met1.png
The bar under the picture is 20 um long.
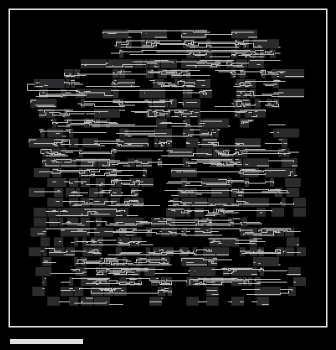
met2.png
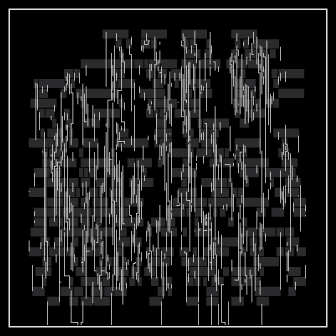
met3.png
The bar under the picture is 20 um long.
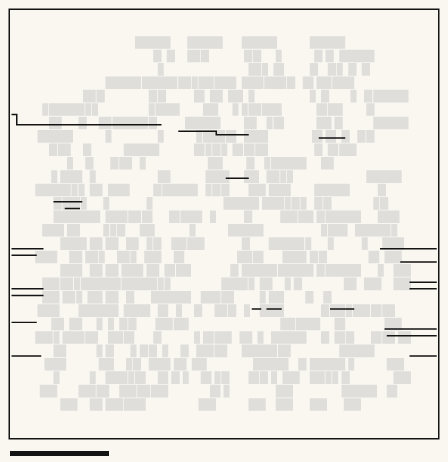
registers.png
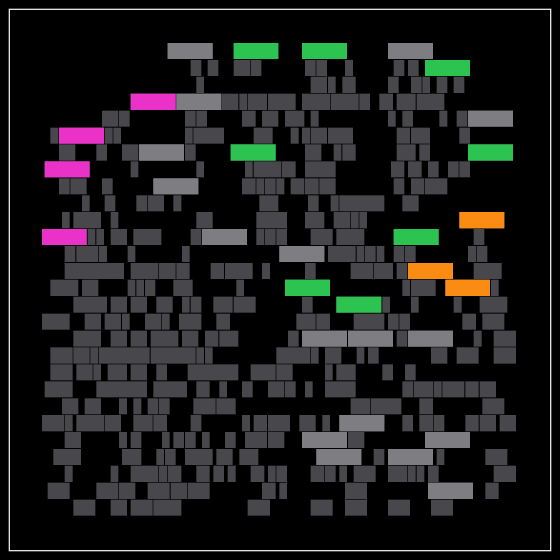
--- config.mk ---
export PLATFORM = sky130hd
export DESIGN_NAME = alu_seq
export DESIGN_NICKNAME = d
export VERILOG_FILES = /design/src/rtl/alu_seq.sv
export SDC_FILE = /design/constraint.sdc
export NUM_CORES = 1
export LEC_CHECK = 0
export CAP_MARGIN = 20
export CELL_PAD_IN_SITES_DETAIL_PLACEMENT = 0
export CELL_PAD_IN_SITES_GLOBAL_PLACEMENT = 1
export CORE_MARGIN = 5
export CORE_UTILIZATION = 42
export CTS_CLUSTER_SIZE = 14
export DETAILED_ROUTE_END_ITERATION = 10
export GPL_ROUTABILITY_DRIVEN = 0
export PLACE_DENSITY_LB_ADDON = 0.08
export SYNTH_ARGS = -nofsm -noshare
export SYNTH_HDL_FRONTEND = slang
export SYNTH_SLANG_ARGS = --single-unit
--- constraint.sdc ---
create_clock -name clk -period 3.43 [get_ports clk]
set_clock_uncertainty 0.2 [all_clocks]
set_input_delay 0.686 -clock clk [delete_from_list [all_inputs] [get_ports clk]]
set_output_delay 0.686 -clock clk [all_outputs]
set_load 0.01 [all_outputs]
--- src/rtl/alu_seq.sv ---
// Registered ALU with valid/ready handshakes, status flags and a multi-cycle
// shift-add multiplier. The result is held stable until the consumer takes it.
module alu_seq #(
  parameter int WIDTH = 4,
  parameter int SHW   = $clog2(WIDTH)
) (
  input  logic             clk,
  input  logic             rst,
  input  logic             in_valid,
  output logic             in_ready,
  input  logic [WIDTH-1:0] a,
  input  logic [WIDTH-1:0] b,
  input  logic [2:0]       op,
  output logic             out_valid,
  input  logic             out_ready,
  output logic [WIDTH-1:0] result,
  output logic             carry,
  output logic             zero,
  output logic             neg,
  output logic             ovf
);

  localparam int CW = $clog2(WIDTH + 1);

  typedef enum logic [1:0] {S_IDLE, S_BUSY, S_DONE} state_t;

  typedef enum logic [2:0] {
    OP_ADD = 3'b000, OP_SUB = 3'b001, OP_AND = 3'b010, OP_OR  = 3'b011,
    OP_NOT = 3'b100, OP_XOR = 3'b101, OP_SHL = 3'b110, OP_MUL = 3'b111
  } op_t;

  state_t             r_state;
  logic [2*WIDTH-1:0] r_mcand;
  logic [2*WIDTH-1:0] r_acc;
  logic [WIDTH-1:0]   r_mplier;
  logic [CW-1:0]      r_cnt;

  logic [WIDTH:0]     w_sum;
  logic [WIDTH:0]     w_diff;
  logic [WIDTH-1:0]   w_res;
  logic               w_carry;
  logic               w_ovf;
  logic [2*WIDTH-1:0] w_step_acc;
  logic               w_last_step;

  assign in_ready  = (r_state == S_IDLE);
  assign out_valid = (r_state == S_DONE);

  assign w_sum  = {1'b0, a} + {1'b0, b};
  // The extra top bit of the widened difference is exactly the unsigned borrow.
  assign w_diff = {1'b0, a} - {1'b0, b};

  // NOTE: every output of a combinational block gets a default first so no latch is inferred.
  always_comb begin
    w_res   = '0;
    w_carry = 1'b0;
    w_ovf   = 1'b0;
    case (op_t'(op))
      OP_ADD: begin
        w_res   = w_sum[WIDTH-1:0];
        w_carry = w_sum[WIDTH];
        w_ovf   = (a[WIDTH-1] == b[WIDTH-1]) && (w_sum[WIDTH-1] != a[WIDTH-1]);
      end
      OP_SUB: begin
        w_res   = w_diff[WIDTH-1:0];
        w_carry = w_diff[WIDTH];
        w_ovf   = (a[WIDTH-1] != b[WIDTH-1]) && (w_diff[WIDTH-1] != a[WIDTH-1]);
      end
      OP_AND:  w_res = a & b;
      OP_OR:   w_res = a | b;
      OP_NOT:  w_res = ~a;
      OP_XOR:  w_res = a ^ b;
      OP_SHL:  w_res = a << b[SHW-1:0];
      default: w_res = '0;
    endcase
  end

  assign w_step_acc  = r_mplier[0] ? (r_acc + r_mcand) : r_acc;
  assign w_last_step = (r_cnt == CW'(WIDTH - 1));

  // NOTE: sequential state uses non-blocking assignments so all registers update together.
  always_ff @(posedge clk) begin
    if (rst) begin
      r_state  <= S_IDLE;
      r_mcand  <= '0;
      r_acc    <= '0;
      r_mplier <= '0;
      r_cnt    <= '0;
      result   <= '0;
      carry    <= 1'b0;
      zero     <= 1'b0;
      neg      <= 1'b0;
      ovf      <= 1'b0;
    end else begin
      case (r_state)
        S_IDLE: begin
          if (in_valid) begin
            if (op_t'(op) == OP_MUL) begin
              r_mcand  <= {{WIDTH{1'b0}}, a};
              r_mplier <= b;
              r_acc    <= '0;
              r_cnt    <= '0;
              r_state  <= S_BUSY;
            end else begin
              result  <= w_res;
              carry   <= w_carry;
              zero    <= (w_res == '0);
              neg     <= w_res[WIDTH-1];
              ovf     <= w_ovf;
              r_state <= S_DONE;
            end
          end
        end
        S_BUSY: begin
          r_acc    <= w_step_acc;
          r_mcand  <= r_mcand << 1;
          r_mplier <= r_mplier >> 1;
          r_cnt    <= r_cnt + 1'b1;
          if (w_last_step) begin
            result  <= w_step_acc[WIDTH-1:0];
            carry   <= |w_step_acc[2*WIDTH-1:WIDTH];
            zero    <= (w_step_acc[WIDTH-1:0] == '0);
            neg     <= w_step_acc[WIDTH-1];
            ovf     <= 1'b0;
            r_state <= S_DONE;
          end
        end
        S_DONE: begin
          if (out_ready) r_state <= S_IDLE;
        end
        default: r_state <= S_IDLE;
      endcase
    end
  end

endmodule

==> summary.txt <==
The synthesis and place-and-route flow finished, so here is a summary.

The layout summary lists the proportion of cells stronger than drive strength 1 as 13.5%. The number of distinct library cells after synthesis is between 50 and 60. The number of nets with antenna violations after detailed routing is 0. The initial cell density of the core is 42.6%. Traced cell by cell, the critical path runs through clkdlybuf4s50_1 -> inv_1 -> fa_2 -> xnor2_1 -> mux4_2 -> mux2_4 -> or4_4 -> a221oi_2. The synthesis-to-layout area growth came out at 22.7%. The wire length of the first global-routing pass came out at 10700 um. The remaining design rule violation count came out at 0. For reference, the top cells by count after synthesis are 39 x sky130_fd_sc_hd__a21oi_1, 39 x sky130_fd_sc_hd__nor2_1, 32 x sky130_fd_sc_hd__dfxtp_1, 22 x sky130_fd_sc_hd__ha_1, 20 x sky130_fd_sc_hd__nand2_1.

The count of hold buffers inserted by post-cts repair came out at 0. Across every metal layer, demand over resource in global routing totals 17.6%. The chip width is 86.8 um. The final layout net count came out at between 300 and 400. The post-synth design cell area came out at 0.00248 sq mm. Yosys reported a register bit count of 32. Counting the buffers created by CTS gives 5.

The top logic cell family in the synthesized netlist is simple AND/OR/NAND/NOR gates. The gate family responsible for the most delay along the worst path is multiplexers. The tree is rooted in a sky130_fd_sc_hd__clkbuf_8. The final hold violation count is 0.

The number of non-filler instances in the completed layout is 431. The post-DP HPWL is between 4000 and 5000 um. The number of maximum-capacitance violations recorded for the run is 0. The number of buffers inserted by port buffering is 24. The script computed a power per unit cell area of around 310 mW/mm^2.

The maximum number of pins on one net before global-route repair is 34. 25 I/O pins were placed. The synthesized netlist net count is 359. The CTS tree is yes. According to the floorplan log, the row count is 28. The final critical path takes up 94.0% of the cycle. The count of vias placed by the detailed router came out at 2303. The post-synthesis share of cell area spent on and, or, nand and nor gates came out at 22.8%. The share of the yosys chip area belonging to registers came out at 25.8%.

The timing report shows that the slowest cell on the worst path is sky130_fd_sc_hd__or4_4. Synthesis produced 319 cells. The total number of clock tree sinks came out at 32. The total die area came out at 0.00754 sq mm. The critical path startpoint category is an input port. The number of synthesized flops with an enable pin came out at 0. The achievable frequency came out at 310 MHz. In the post-synthesis netlist, the biggest area contributors are sky130_fd_sc_hd__dfxtp_1 26%, sky130_fd_sc_hd__ha_1 11%, sky130_fd_sc_hd__a21oi_1 7.9%, sky130_fd_sc_hd__nor2_1 5.9%, sky130_fd_sc_hd__mux2i_1 4.0%.

The signal arrival time at the worst endpoint is 3.23 ns. Of all cell types, the one taking the most synthesized area is sky130_fd_sc_hd__dfxtp_1. The flow ran to the end, and the final reports show no timing, DRC or antenna violations.

The transition time at the pin with the least slew margin is around 0.51 ns.
About met1.png:
longest straight run: 25.3 um
wire length on this layer: 3140 um
main direction: horizontal

About met2.png:
share of all routed wire: 46%
nets with wire on the layer: 310
longest straight run: 38.6 um
wire length on this layer: 2840 um
main direction: vertical

About met3.png:
main direction: horizontal
wire length on this layer: 162 um
share of all routed wire: 2.6%
longest straight run: 29.2 um
nets with wire on the layer: 20

About registers.png:
[r_cnt] orange | flops: 3
[r_acc] green | flops: 8
[r_mplier] magenta | flops: 4 | where: north-west

metal layers:
metal  routed length [um]  track usage, %  vias to the layer above
li1                     -               -                     1215
met1                 3140            24.8                     1057
met2                 2840            28.6                       28
met3                  161            2.66                        3
met4                   36            3.40                        0
met5                    0               0                        -
final cells by class:
| cell class | count | area (sq um) | area share (%) |
|---|---|---|---|
| clock buffer | 6 | 82.6 | 2.71 |
| inverter | 20 | 75.1 | 2.47 |
| multi-input combinational | 244 | 1680 | 55.2 |
| tap | 75 | 93.8 | 3.08 |
| sequential | 32 | 641 | 21.1 |
| timing repair buffer | 52 | 455 | 15.0 |
| clock inverter | 2 | 15.0 | 0.493 |
power breakdown:
part           switching, mW  internal, mW  total, mW
Clock                  0.154         0.163      0.317
Combinational          0.121         0.122      0.244
Sequential            0.0121         0.385      0.397
Total                  0.288         0.670      0.958
flip-flops by register name (all words and copies together), names as in the netlist:
name      flops
r_state       2
r_cnt         3
ovf           1
zero          1
r_mcand       8
result        4
r_acc         8
carry         1
r_mplier      4
worst paths after layout:
path	from	endpoint	cells after the start
setup / recovery	a[1]	zero	8
hold / removal	ovf	ovf	2
setup reg to reg	r_mcand[0]	carry	9
hold reg to reg	ovf	ovf	2
metrics by stage:
stage	cell area [sq um]	power (mW)	util (%)	hold WS [ns]	worst slack [ns]
2_1_floorplan	2480	0.547	-	0.249	0.339
3_3_place_gp	2910	0.644	50.0	0.245	-0.234
3_5_place_dp	2910	0.646	50.0	0.247	-0.274
4_1_cts	3010	0.966	51.7	0.256	0.0303
5_1_grt	3040	1.02	52.3	0.293	0.0788
6_report	3040	0.958	52.3	0.253	0.204
repair_timing:
item                       CTS  global route
setup endpoints to repair    0             1
gates resized                0             7
buffers inserted             0             2
Power and IR drop assume default switching activity.
